## config.mk

```make
export PLATFORM = sky130hd
export DESIGN_NAME = int_divider_accel_adapter
export DESIGN_NICKNAME = d
export VERILOG_FILES = /design/src/rtl/int_divider_accel_adapter.sv
export SDC_FILE = /design/constraint.sdc
export NUM_CORES = 1
export LEC_CHECK = 0
export CORE_ASPECT_RATIO = 2
export CORE_UTILIZATION = 35
export CTS_CLUSTER_DIAMETER = 50
export DETAILED_ROUTE_END_ITERATION = 7
export GPL_TIMING_DRIVEN = 0
export PLACE_DENSITY = 0.55
export SLEW_MARGIN = 20
export SYNTH_ARGS = -nofsm -noshare
export SYNTH_HDL_FRONTEND = slang
export SYNTH_SLANG_ARGS = --single-unit
```

## constraint.sdc

```tcl
create_clock -name clk -period 3.1 [get_ports clk]
set_input_delay 0.31 -clock clk [delete_from_list [all_inputs] [get_ports clk]]
set_output_delay 0.31 -clock clk [all_outputs]
set_load 0.02 [all_outputs]
```

## src/rtl/int_divider_accel_adapter.sv

```systemverilog
// Accelerator-bus adapter for a 16-cycle restoring integer divider.
// Define INT_DIVIDER_SIGNED_EN for two's-complement operands; the default build divides unsigned.
module int_divider_accel_adapter #(
    parameter int DATA_WIDTH = 16
) (
    input  logic                  clk,
    input  logic                  rst,
    output logic                  accel_can_read,
    output logic                  accel_can_write,
    input  logic                  accel_read_enable,
    input  logic                  accel_write_enable,
    output logic [DATA_WIDTH-1:0] accel_read_data,
    input  logic [DATA_WIDTH-1:0] accel_write_data
);

    localparam int W = DATA_WIDTH;

    typedef enum logic [2:0] {
        S_DIVIDEND,
        S_DIVISOR,
        S_BUSY,
        S_QUOTIENT,
        S_REMAINDER
    } state_t;

    state_t         state;
    logic [W-1:0]   dividend_reg;
    logic [W-1:0]   divisor_reg;
    logic [W-1:0]   quotient_reg;
    logic [W-1:0]   remainder_reg;
    logic [W:0]     part_rem;
    logic [W-1:0]   quo_shift;
    logic [4:0]     step_count;

    logic [W-1:0]   dividend_mag;
    logic [W-1:0]   divisor_mag;
    logic [W:0]     shifted;
    logic [W:0]     trial;
    logic           fits;
    logic [W:0]     next_rem;
    logic [W-1:0]   next_quo;
    logic [W-1:0]   final_quo;
    logic [W-1:0]   final_rem;
    logic           rem_msb_unused;

    // The top partial-remainder bit is always clear after a restoring step.
    assign rem_msb_unused = part_rem[W];

    assign shifted  = {part_rem[W-1:0], quo_shift[W-1]};
    assign trial    = shifted - {1'b0, divisor_mag};
    assign fits     = shifted >= {1'b0, divisor_mag};
    assign next_rem = fits ? trial : shifted;
    assign next_quo = {quo_shift[W-2:0], fits};

`ifdef INT_DIVIDER_SIGNED_EN
    logic neg_quotient;
    logic neg_remainder;

    // A zero divisor keeps the all-ones quotient unnegated so it still reads 16'hFFFF.
    always_comb begin
        dividend_mag  = dividend_reg[W-1] ? -dividend_reg : dividend_reg;
        divisor_mag   = divisor_reg[W-1]  ? -divisor_reg  : divisor_reg;
        neg_remainder = dividend_reg[W-1];
        neg_quotient  = (dividend_reg[W-1] ^ divisor_reg[W-1]) && (divisor_reg != '0);
        final_quo     = neg_quotient  ? -next_quo           : next_quo;
        final_rem     = neg_remainder ? -next_rem[W-1:0]    : next_rem[W-1:0];
    end
`else
    assign dividend_mag = dividend_reg;
    assign divisor_mag  = divisor_reg;
    assign final_quo    = next_quo;
    assign final_rem    = next_rem[W-1:0];
`endif

    always_comb begin
        accel_read_data = '0;
        if (state == S_QUOTIENT)
            accel_read_data = quotient_reg;
        else if (state == S_REMAINDER)
            accel_read_data = remainder_reg;
    end

    // Reset has priority over every bus enable, and aborts a division in flight.
    always_ff @(posedge clk) begin
        if (rst) begin
            state           <= S_DIVIDEND;
            step_count      <= '0;
            dividend_reg    <= '0;
            divisor_reg     <= '0;
            quotient_reg    <= '0;
            remainder_reg   <= '0;
            part_rem        <= '0;
            quo_shift       <= '0;
            accel_can_read  <= 1'b0;
            accel_can_write <= 1'b1;
        end else begin
            case (state)
                S_DIVIDEND: begin
                    if (accel_write_enable) begin
                        dividend_reg <= accel_write_data;
                        state        <= S_DIVISOR;
                    end
                end
                S_DIVISOR: begin
                    if (accel_write_enable) begin
                        divisor_reg     <= accel_write_data;
                        step_count      <= '0;
                        part_rem        <= '0;
                        quo_shift       <= dividend_mag;
                        accel_can_write <= 1'b0;
                        state           <= S_BUSY;
                    end
                end
                S_BUSY: begin
                    part_rem   <= next_rem;
                    quo_shift  <= next_quo;
                    step_count <= step_count + 5'd1;
                    if (step_count == 5'(W - 1)) begin
                        quotient_reg   <= final_quo;
                        remainder_reg  <= final_rem;
                        accel_can_read <= 1'b1;
                        state          <= S_QUOTIENT;
                    end
                end
                S_QUOTIENT: begin
                    if (accel_read_enable)
                        state <= S_REMAINDER;
                end
                S_REMAINDER: begin
                    if (accel_read_enable) begin
                        accel_can_read  <= 1'b0;
                        accel_can_write <= 1'b1;
                        state           <= S_DIVIDEND;
                    end
                end
                default: state <= S_DIVIDEND;
            endcase
        end
    end

endmodule
```

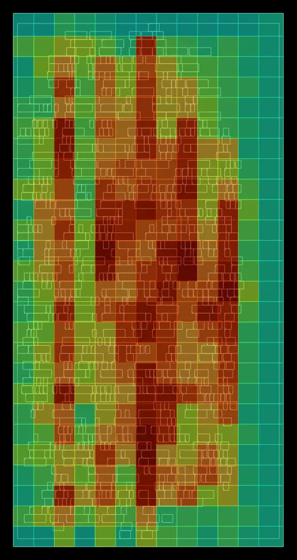
*Routing congestion map, run 1*
DR WL/cell: 19.06 um
global routing usage on met1: 21.62%
met3 Usage GRT: 2.363%
GRT Overall Usage: 22.81%
GR Layer Usage met2: 43.97%

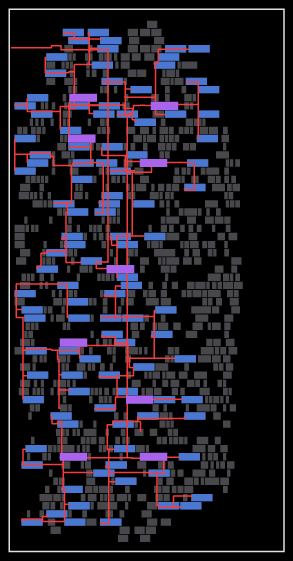
*Clock wires, drivers and flops, run 1*
Drawn at 3 px/um.
legend:
  purple:
    item: cells driving clock nets
    count: 9
  blue:
    item: flip-flops
    count: 106
  red:
    item: clock wires
    length: 1330 um
routed clock nets: 10

==> run summary, run 1 <==
Run status: completed
CP max stage delay: 620 ps
Buffers outside the clock class: 91
Max power group: combinational cells
Sequential Area: 2122 um^2
Antenna Violating Nets Remaining: 0
Crit path launch: state[1]
Largest net degree at the start of global routing: 19
Layout Cells excl Fill: 971
Sequential share of power: 29.5%
P_seq: 1.51 mW
Vias in the first global route: 5292
Gate Area: 3107 um^2
# port buffers: 37
Rows: 64
Dpl cells: 956
IO Count: 38
Die width: 91.11 um
Registers: 106
Tapcells: 198
Final Hold Violation Tally: 0
Hold Crit Depth: 2
Peak Freq: 0.3297 GHz
Comb gates: 534
Critical path buffers and inverters: 3
Clk slew on worst S/H paths: 70 ps
Comb power frac: 49.3%
Cell count after synthesis: 721
Number of max-cap violations: 0
Pwr Density: 793.8 nW/um^2
Number of DRC markers in iteration 0: 227
Clk_skew: 8.670 ps
Top layer reached by signal wires: met4
Later-pin clock latency in the skew report: 350 ps
First-pass GRT wire length: 28.45 mm
Layout cells sized above 1: 5.951%
Setup violators final: 0
Initial antenna violation count: 0
GRT busiest layer: met2
Final WL: 18.51 mm
Final instance area: 6459 um^2
Cell family with most CP delay: buffers and inverters
Combinational share of cell area: 48.10%
CP Class: flip-flop to output pin
Synth unique cells: 62
Leading cell category by total area: logic gates
Total power: 5.127 mW
Comb pwr: 2.53 mW
Length of the first detailed-routing pass in iterations: 6
Floorplan Nets: 760
Seq/total area: 32.86%
Diode count: 0
Clk pwr: 1.09 mW
Net Switching: 2.310 mW
Root Driver: clkbuf_16
Total grt overflow: 0
Die height: 180.2 um
H-tree depth: 3
Int Pwr: 2.817 mW
Min-Delay Endpoint: dividend_mag[12]
Clock Path Buffers: 2
Area Growth Syn to Fin: 16.21%
Crit-path cells: clkbuf_1 -> nor3b_4 -> clkbuf_2 -> a22o_1 -> clkdlybuf4s50_1
Sequential share of the synthesized area: 38.18%
Pre-CTS setup slack: 112.2 ps
Sink Count: 106
Number of non-clock inverters: 26
Final core occ: 42.01%
Sw Share: 45.06%
Clk network pwr share: 21.2%
DRC viols: 0
NumNets Final: 807
Predominant post-synthesis flop cell: dfxtp_1
Via/cell ratio: 5.592
Critical path depth in cells: 5
Num CTS Buffers: 9
Post-cts hold buffer count: 0
Commonest Layout Cell: nand2_1
Worst EP arrival: 2720 ps
Reg2reg start: quo_shift[15]
Peak VDD IR: 0.3519 mV
Slew Limit Fails: 0
Vias after detailed routing: 5430
Hold_ws: 455.3 ps
Met3 wire len: 435 um
Top logic cells by instance count in the layout: 158 x nand2_1, 106 x dfxtp_1, 71 x a21oi_1, 52 x nor2_1, 37 x clkdlybuf4s50_1
Tool Warnings: 26
DR WL met2: 10.16 mm
Unrepaired setup endpoints after global routing: no
Clk_buf instances: 9
DP Area: 6176 um^2
Syn Area/Cell: 7.709 um^2
Hold Crit Class: flip-flop to flip-flop
Setup TNS: 0 ps
Mapped Area: 5558 um^2
Hold Startpoint: dividend_mag[12]
Final clock-cell share: 4.281%
Met1 Wirelength: 6.605 mm
Filler cells: 1620
CP startpoint kind: flip-flop
Largest fanout on the critical path: 10
Final GP Congestion: 0.9725
Least-Margin Pin Slew: 951.8 ps
R2R setup slack: 260 ps
Synth Warn #: 0
CP Capture Point: accel_read_data[11]
R2R depth: 10
Fraction of registers with async set/reset: 0%
Chip area: 16420 um^2
Cells in synth_stat.txt: 721
Crit end category: output pin
HPWL Detailed: 14.92 mm
Cycle use final: 97.85%
Headroom to the max-slew limit: 36.06%
CP max stage cell: clkdlybuf4s50_1
Buffering overhead: 9.415%
Synth flops: 106
Critical Path RT: 2790 ps
CTS tree: yes
Leakage: 2.290 nW
Post-synth EDFFs: 0
PnR worst setup slack: 66.60 ps
Reg2reg end: remainder_reg[10]
Yosys stat area: 5558 um^2
Time the worst path needs with I/O delays and setup: 3033 ps
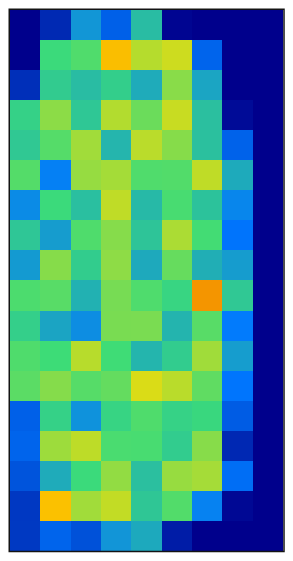
*Local utilization, run 1*
Drawn at 3 px/um. 9 x 18 tiles, from dark blue (low) to red (high), 0 to 100% covered.
fullest tile: 83%
nearly empty tiles: 17%
tiles over 75% full: 1.9%
mean over tiles: 38%
emptiest ninth of the die: upper right
core region area: 15370 um^2
Starting Density: 36.15%

## run 1: what timing repair did
action                     4_1_cts  5_1_grt
setup endpoints to repair       10        4
buffers inserted                 0        0
hold endpoints to repair         0        0
gates resized                    3        1
## run 1: cells in the mapped netlist, types with 3 or more instances
cell / number / area (um^2)
nand2_1: 158 / 593.1
dfxtp_1: 106 / 2122
a21oi_1: 71 / 355.3
nor2_1: 52 / 195.2
clkbuf_1: 35 / 131.4
o21ai_0: 31 / 155.2
inv_1: 26 / 97.59
a311oi_1: 22 / 192.7
ha_1: 18 / 225.2
a22o_1: 16 / 140.1
nor3_1: 15 / 75.07
buf_2: 14 / 70.07
nand3_1: 14 / 70.07
o211ai_1: 12 / 90.09
o21a_1: 9 / 67.56
and2_1: 8 / 50.05
nand3b_1: 7 / 52.55
nand4_1: 7 / 43.79
a41oi_1: 5 / 43.79
o21ai_1: 5 / 25.02
o31ai_1: 5 / 37.54
a211o_1: 4 / 35.03
a211oi_1: 4 / 30.03
a31oi_1: 4 / 25.02
and4_1: 4 / 35.03
buf_1: 4 / 15.01
nor3b_1: 4 / 30.03
xnor2_1: 4 / 35.03
a221oi_1: 3 / 26.28
a32o_1: 3 / 30.03
nand2b_1: 3 / 18.77
nor2b_1: 3 / 18.77
nor4_1: 3 / 18.77
o221ai_1: 3 / 26.28
## run 1: cells by family (layout without fill, tap and decap cells)
| group | Yosys count | in the layout | synth area share, % |
|---|---|---|---|
| and+or+nand+nor | 289 | 289 | 23.37 |
| AOI/OAI and AO/OA | 218 | 218 | 26.65 |
| DFF | 106 | 106 | 38.18 |
| buffers and inverters | 81 | 133 | 6.056 |
| adders and majority gates | 19 | 19 | 4.413 |
| xor gates and xnor gates | 6 | 6 | 0.9455 |
| muxes | 2 | 2 | 0.3827 |
### I/O nets highlighted, run 1

Drawn at 2 px/um.
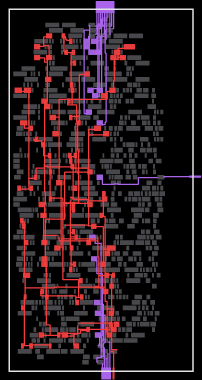

--- run 2 (diff from run 1) ---
- REMOVE_ABC_BUFFERS: unset -> 1
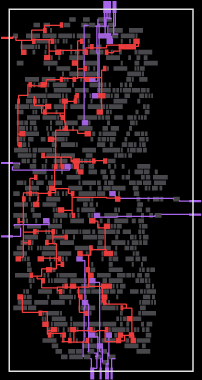
*I/O nets highlighted, run 2*
Drawn at 2 px/um.
legend:
  red:
    port: rst
    bits: 1
    direction: input
    end_cells: 102
    wire: 881 um
  purple:
    port: accel_read_data
    bits: 16
    direction: output
    end_cells: 16
    wire: 528 um
IO Count: 38
# port buffers: 37

==> run 2 against run 1 <==
Effect of this change: register-to-register slack is essentially flat; die size did not move; combinational power is 7.9% lower; sequential cell count unchanged; critical path depth decreased by 2; worst setup slack gained 78 ps; critical path type unchanged; power decreased by 4.3%; clock power is essentially flat; non-clock buffer count is 46 lower.
==> run summary, run 2 <==
Run status: completed
Clk slew on worst S/H paths: 70 ps
PnR worst setup slack: 144.6 ps
Starting Density: 36.15%
Cells in synth_stat.txt: 721
Post-synth top cells: 158 x nand2_1, 106 x dfxtp_1, 71 x a21oi_1
HPWL Detailed: 11.64 mm
R2R setup slack: 270 ps
Pwr Density: 769.0 nW/um^2
First-pass GRT wire length: 26.65 mm
Vias in the first global route: 5206
Chip area: 16420 um^2
Peak VDD IR: 0.6470 mV
Sink Count: 106
Most common cell in the netlist: nand2_1
CP startpoint kind: flip-flop
Rows: 64
Area Growth Syn to Fin: 14.81%
Crit-path cells: and3b_1 -> a22o_1 -> clkdlybuf4s50_1
Clk_skew: 9.595 ps
Die height: 180.2 um
GRT busiest layer: met2
Via/cell ratio: 5.678
Die width: 91.11 um
Unrepaired setup endpoints after global routing: no
Layout Cells excl Fill: 925
CP Capture Point: accel_read_data[11]
Dpl cells: 909
Clock Path Buffers: 2
CTS tree: yes
Sequential share of the synthesized area: 38.18%
Setup violators final: 0
Leakage: 2.236 nW
H-tree depth: 3
Number of DRC markers in iteration 0: 298
Final Hold Violation Tally: 0
GRT Overall Usage: 20.26%
Root Driver: clkbuf_16
Met1 Wirelength: 6.651 mm
Final core occ: 41.50%
Vias after detailed routing: 5252
Syn Area/Cell: 7.709 um^2
Synth flops: 106
Diode count: 0
Number of max-cap violations: 0
Final WL: 16.33 mm
Top layer reached by signal wires: met4
DR WL/cell: 17.65 um
Peak Freq: 0.3384 GHz
Pre-CTS setup slack: -181.8 ps
Post-synth area hogs: dfxtp_1 38%, nand2_1 11%, a21oi_1 6.4%
Fraction of registers with async set/reset: 0%
Met3 Usage GRT: 2.236%
Area leader, netlist: dfxtp_1
Area leader share: 38.18%
DR WL met2: 8.676 mm
Headroom to the max-slew limit: 38.83%
Antenna Violating Nets Remaining: 0
Least-Margin Pin Slew: 917.6 ps
Hold_ws: 353.0 ps
Synth unique cells: 62
Tool Warnings: 25
Post-cts hold buffer count: 0
Top logic cells by instance count in the layout: 155 x nand2_1, 106 x dfxtp_1, 70 x a21oi_1, 51 x nor2_1, 36 x clkdlybuf4s50_1
Core region area: 15370 um^2
Initial antenna violation count: 0
DP Area: 6092 um^2
CP max stage delay: 830 ps
NumNets Final: 761
DRC viols: 0
Reg2reg start: divisor_mag[10]
Yosys stat area: 5558 um^2
GR Layer Usage met2: 38.00%
Critical Path RT: 2790 ps
Cycle use final: 95.33%
Mapped Area: 5558 um^2
Filler cells: 1604
Slew Limit Fails: 0
CP max stage cell: and3b_1
R2R depth: 8
Num CTS Buffers: 9
Crit end category: output pin
Time the worst path needs with I/O delays and setup: 2955 ps
Reg2reg end: remainder_reg[5]
Cell count after synthesis: 721
Gate Area: 3158 um^2
Worst EP arrival: 2650 ps
Setup TNS: 0 ps
CP Class: flip-flop to output pin
Final instance area: 6381 um^2
Length of the first detailed-routing pass in iterations: 5
Sequential Area: 2122 um^2
Final GP Congestion: 0.9408
Hold Crit Class: input pin to flip-flop
Post-synth EDFFs: 0
Met3 wire len: 528 um
Total power: 4.907 mW
Global routing usage on met1: 22.54%
Synth Warn #: 0
Crit path launch: state[0]
Layout cells sized above 1: 6.052%
Predominant post-synthesis flop cell: dfxtp_1
Commonest Layout Cell: nand2_1
Largest fanout on the critical path: 17
Total grt overflow: 0
Largest net degree at the start of global routing: 76
Later-pin clock latency in the skew report: 340 ps
==> run 2: cell count changes in the layout (fill, tap and decap cells not counted), sizes merged <==
cell | before | now
inv | 28 | 26
buf | 20 | 9
clkinv | 3 | 2
clkdlybuf4s50 | 37 | 36
clkbuf | 43 | 12
==> run 2: timing repair <==
action,4_1_cts,5_1_grt
gates resized,2,3
buffers inserted,0,0
hold endpoints to repair,0,0
endpoints found under the setup margin,4,4
cloned,0,0
==> run 2: worst min path at each step <==
stage                          startpoint  slack [ps]  cells after the start               end
after floorplan                       rst         380                      1  remainder_reg[7]
after global placement    quotient_reg[2]         440                      2   quotient_reg[2]
final                                 rst         350                      2          state[2]
after CTS                             rst         340                      2          state[2]
after detailed placement  dividend_mag[3]         450                      2   dividend_mag[3]
after global routing                  rst         350                      2          state[2]
==> run 2: logic make-up after synthesis <==
logic type | count (synthesis) | synth area share, %
AOI/OAI and AO/OA | 218 | 26.65
and+or+nand+nor | 289 | 23.37
buffers and inverters | 81 | 6.056
xor gates and xnor gates | 6 | 0.9455
DFF | 106 | 38.18
adders and majority gates | 19 | 4.413
muxes | 2 | 0.3827
==> run 2: cell type report <==
class / count / share of cell area, %
flip-flops and latches: 106 / 33.25
inverters: 26 / 1.529
clock inverters: 4 / 0.4510
well taps: 198 / 3.882
clock buffers: 12 / 3.706
multi-input cells: 534 / 49.49
repair buffers: 45 / 7.686
==> run 2: worst max-delay path, delay by kind of cell (launching register included) <==
kind	cells	cell delay (ps)
flip-flops	1	560
buffers and inverters	1	620
AND-OR/OR-AND	1	290
AND/OR/NAND/NOR	1	830
==> run 2: power breakdown <==
group | leakage (nW) | internal [mW] | switching (mW)
clock network | 0.123 | 0.547 | 0.514
logic | 1.25 | 0.762 | 1.57
registers | 0.859 | 1.44 | 0.0724
total | 2.24 | 2.75 | 2.15
Power and IR drop assume default switching activity.
